--- config.mk ---
export PLATFORM = sky130hd
export DESIGN_NAME = block_put
export DESIGN_NICKNAME = d
export VERILOG_FILES = /design/src/rtl/neurocore_pkg.sv /design/src/rtl/block_addr_calc.sv /design/src/rtl/block_put.sv
export SDC_FILE = /design/constraint.sdc
export NUM_CORES = 1
export LEC_CHECK = 0
export ABC_AREA = 1
export CORE_ASPECT_RATIO = 1.25
export CORE_MARGIN = 5
export CORE_UTILIZATION = 62
export CTS_BUF_LIST = sky130_fd_sc_hd__clkbuf_4 sky130_fd_sc_hd__clkbuf_8
export DETAILED_ROUTE_END_ITERATION = 12
export GPL_TIMING_DRIVEN = 0
export PLACE_DENSITY = 0.9
export SLEW_MARGIN = 10
export SYNTH_ARGS = -nofsm -noshare
export SYNTH_HDL_FRONTEND = slang
export SYNTH_HIERARCHICAL = 1
export SYNTH_SLANG_ARGS = --single-unit
--- constraint.sdc ---
create_clock -name clk -period 13.4 [get_ports clk]
set_clock_uncertainty 0.05 [all_clocks]
set_input_delay 1.34 -clock clk [delete_from_list [all_inputs] [get_ports clk]]
set_output_delay 1.34 -clock clk [all_outputs]
set_load 0.03 [all_outputs]
--- src/rtl/neurocore_pkg.sv ---
// Shared parameters and state encoding for the neurocore datapath.
package neurocore_pkg;

    localparam int unsigned DATA_W = 16;  // element width
    localparam int unsigned J      = 2;   // block rows
    localparam int unsigned K      = 2;   // block columns
    localparam int unsigned ADDR_W = 10;  // memory address width
    localparam int unsigned CALC_W = 21;  // full-width address arithmetic

    typedef enum logic [1:0] {
        StIdle  = 2'd0,
        StRead  = 2'd1,
        StWrite = 2'd2,
        StDone  = 2'd3
    } put_state_e;

endpackage

--- src/rtl/block_addr_calc.sv ---
// Maps a block element index to its destination address and bounds flag.
// Purely combinational so both the put and fetch stages can share it.
module block_addr_calc #(
    parameter int unsigned K     = neurocore_pkg::K,
    parameter int unsigned IDX_W = 2
) (
    input  logic [IDX_W-1:0]                 elem_idx,
    input  logic [neurocore_pkg::ADDR_W-1:0] start_row,
    input  logic [neurocore_pkg::ADDR_W-1:0] start_col,
    input  logic [neurocore_pkg::ADDR_W-1:0] num_cols,
    input  logic [neurocore_pkg::ADDR_W-1:0] matrix_len,
    output logic [neurocore_pkg::ADDR_W-1:0] elem_addr,
    output logic                             in_bounds
);
    import neurocore_pkg::*;

    logic [31:0]       elem_w;
    logic [31:0]       row_off;
    logic [31:0]       col_off;
    logic [CALC_W-1:0] row_sum;
    logic [CALC_W-1:0] col_sum;
    logic [CALC_W-1:0] addr_full;

    // Row-major split and untruncated address; bounds use the full width
    always_comb begin
        elem_w    = 32'(elem_idx);
        row_off   = elem_w / K;
        col_off   = elem_w % K;
        row_sum   = CALC_W'(start_row) + CALC_W'(row_off);
        col_sum   = CALC_W'(start_col) + CALC_W'(col_off);
        addr_full = row_sum * CALC_W'(num_cols) + col_sum;
        in_bounds = (col_sum < CALC_W'(num_cols)) && (addr_full < CALC_W'(matrix_len));
        elem_addr = addr_full[ADDR_W-1:0];
    end

endmodule

--- src/rtl/block_put.sv ---
// Writes a JxK result block back to memory, either overwriting or
// read-modify-write accumulating each in-bounds element.
module block_put #(
    parameter int unsigned DATA_W = neurocore_pkg::DATA_W,
    parameter int unsigned J      = neurocore_pkg::J,
    parameter int unsigned K      = neurocore_pkg::K
) (
    input  logic                             clk,
    input  logic                             rst,
    input  logic                             start,
    input  logic                             accumulate,
    input  logic [neurocore_pkg::ADDR_W-1:0] start_row,
    input  logic [neurocore_pkg::ADDR_W-1:0] start_col,
    input  logic [neurocore_pkg::ADDR_W-1:0] num_cols,
    input  logic [neurocore_pkg::ADDR_W-1:0] matrix_len,
    input  logic [DATA_W-1:0]                block [0:J*K-1],
    output logic [neurocore_pkg::ADDR_W-1:0] mem_addr,
    output logic                             mem_re,
    output logic                             mem_we,
    output logic [DATA_W-1:0]                mem_wdata,
    input  logic [DATA_W-1:0]                mem_rdata,
    output logic                             busy,
    output logic                             block_put_done
);
    import neurocore_pkg::*;

    localparam int unsigned NUM_ELEM = J * K;
    localparam int unsigned IDX_W    = (NUM_ELEM > 1) ? $clog2(NUM_ELEM) : 1;
    localparam logic [IDX_W-1:0] LAST_IDX = IDX_W'(NUM_ELEM - 1);

    put_state_e        state_q, state_d;
    logic [IDX_W-1:0]  e_q, e_d;
    logic              load;

    logic              acc_q;
    logic [ADDR_W-1:0] start_row_q, start_col_q, num_cols_q, matrix_len_q;
    logic [DATA_W-1:0] block_q [0:J*K-1];

    logic [ADDR_W-1:0] elem_addr;
    logic              in_bounds;

    block_addr_calc #(
        .K     (K),
        .IDX_W (IDX_W)
    ) u_addr_calc (
        .elem_idx   (e_q),
        .start_row  (start_row_q),
        .start_col  (start_col_q),
        .num_cols   (num_cols_q),
        .matrix_len (matrix_len_q),
        .elem_addr  (elem_addr),
        .in_bounds  (in_bounds)
    );

    // State and element index; reset aborts any operation in flight
    always_ff @(posedge clk) begin
        if (rst) begin
            state_q <= StIdle;
            e_q     <= '0;
        end else begin
            state_q <= state_d;
            e_q     <= e_d;
        end
    end

    // Operand capture when a start is accepted; later input changes are ignored
    always_ff @(posedge clk) begin
        if (load) begin
            acc_q        <= accumulate;
            start_row_q  <= start_row;
            start_col_q  <= start_col;
            num_cols_q   <= num_cols;
            matrix_len_q <= matrix_len;
            for (int i = 0; i < int'(NUM_ELEM); i++) begin
                block_q[i] <= block[i];
            end
        end
    end

    // Next-state and memory strobes; address/data stay 0 unless strobed
    always_comb begin
        state_d        = state_q;
        e_d            = e_q;
        load           = 1'b0;
        mem_re         = 1'b0;
        mem_we         = 1'b0;
        mem_addr       = '0;
        mem_wdata      = '0;
        block_put_done = 1'b0;
        busy           = (state_q != StIdle);

        unique case (state_q)
            StIdle: begin
                if (start && !rst) begin
                    load    = 1'b1;
                    e_d     = '0;
                    state_d = accumulate ? StRead : StWrite;
                end
            end
            StRead: begin
                if (in_bounds) begin
                    mem_re   = 1'b1;
                    mem_addr = elem_addr;
                    state_d  = StWrite;
                end else if (e_q == LAST_IDX) begin
                    state_d = StDone;
                end else begin
                    e_d = e_q + IDX_W'(1);
                end
            end
            StWrite: begin
                // In accumulate mode this state is only entered for in-bounds elements
                if (in_bounds) begin
                    mem_we    = 1'b1;
                    mem_addr  = elem_addr;
                    mem_wdata = acc_q ? (mem_rdata + block_q[e_q]) : block_q[e_q];
                end
                if (e_q == LAST_IDX) begin
                    state_d = StDone;
                end else begin
                    e_d     = e_q + IDX_W'(1);
                    state_d = acc_q ? StRead : StWrite;
                end
            end
            StDone: begin
                block_put_done = 1'b1;
                state_d        = StIdle;
            end
            default: state_d = StIdle;
        endcase
    end

endmodule

clk_routes.png
Bar = 50 um.
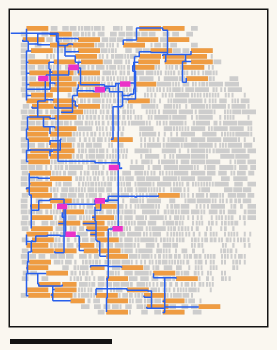
Orange stands for flip-flops, count 111. Blue stands for clock wires, length 1330 um. Magenta stands for clock drivers, count 9.
There are 10 routed clock nets.
Latency at later pin: 0.39 ns

sizes.png
Bar = 50 um.
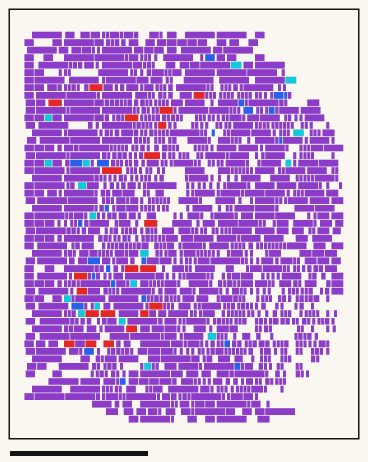
Blue stands for _2 cells, cells 23, most used buf_2. Red stands for _6 and larger, cells 21, most used clkbuf_8. Cyan stands for _3 and _4 cells, cells 17, most used buf_4. Purple stands for _0 and _1 cells, cells 1386, most used nand2_1.
final worst slack: 3.21 ns
layout overhead on the synthesized area: 20.1%
Final Cell Area: 12500 um2
Plain + repair buffers: 181

clocks.png
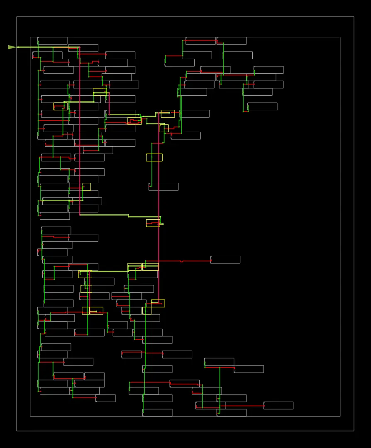
clock tree sinks: 111
CTS Buf Count: 9
clk_buf instances: 9
flip-flop and latch count: 111

detail.png
Region (79, 24) to (109, 54) um. Cells in gray, sequential cells in the stronger gray; small squares are vias.
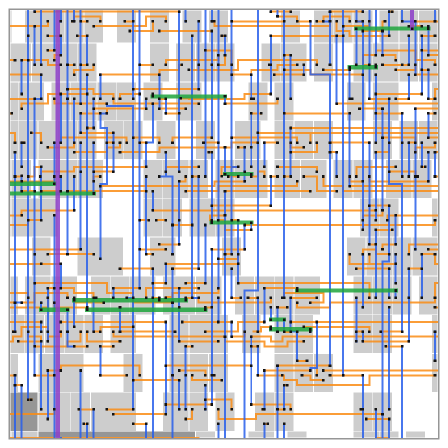
Orange stands for metal 1. Purple stands for metal 4. Blue stands for metal 2. Green stands for metal 3.
Most frequent: nand2_1 (57), inv_1 (26), nand3_1 (13). Sequential cells in the window: 0. 130 logic cells have their middle in the window.

flops_by_reg.png
Bar = 50 um. Other sequential cells in the stronger gray, the rest of the logic in the fainter gray.
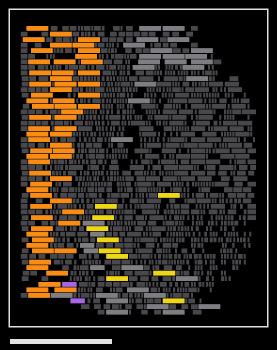
Purple stands for `state_q`, flops 2. Orange stands for `block_q`, flops 64, where a vertical strip on the left. Yellow stands for `start_col_q`, flops 10, where bottom center.
Flop area: 3270 um2
Seq area share: 0.263
fin util: 0.762

==> reports/results.ini <==
[cts]
cts_root_buffer = clkbuf_8
tritoncts = built

[worst_setup_path]
rrSetupSlack_ns = 5.74
crit_path_max_incr_delay_ns = 0.69
ff2ff_path_depth = 37
crit_end = mem_wdata[15]
crit_path_start_kind = flop
worstPathMaxFanout = 10
end_kind = output port
crit_slowest_cell = clkdlybuf4s50_1

[synth]
synthTopCellsByCount = 323 x nand2_1, 277 x inv_1, 126 x nor2_1
synth_top_cell_by_area = edfxtp_1
ys_chip_area_um2 = 10400
fp_nets = 1575
top_area_frac = 0.304
netlist_area_um2 = 10400
mux_share = 0
synth_flops = 111
synthSimpleGateAreaFrac = 0.216

[run_status]
outcome = finished clean

[floorplanning]
core_um2 = 16300
die_area_um2 = 19400
die_x_um = 126
io_pins = 154
rows = 52

[cells_and_area]
drive_gt1_frac = 0.0422
final_cells = 1663
num_antenna_cells = 0
top_area_cell_class = combinational gates
nNetsFinal = 1748
final-clk-cell-share = 0.0162

[min_path]
whs_path_depth = 2
min_to = state_q[1]
hp-start = state_q[1]
min_path_type = reg2reg

[grt]
gr-usage-met2 = 0.545
antenna_found_initial = 0
grt_pass1_wl_um = 44600
grt_util_met1 = 0.292

[timing]
finalHoldViolCount = 0
tightestPinTransition_ns = 0.615
setup_violations = 0

[detailed_routing]
routed_wl_um = 28100

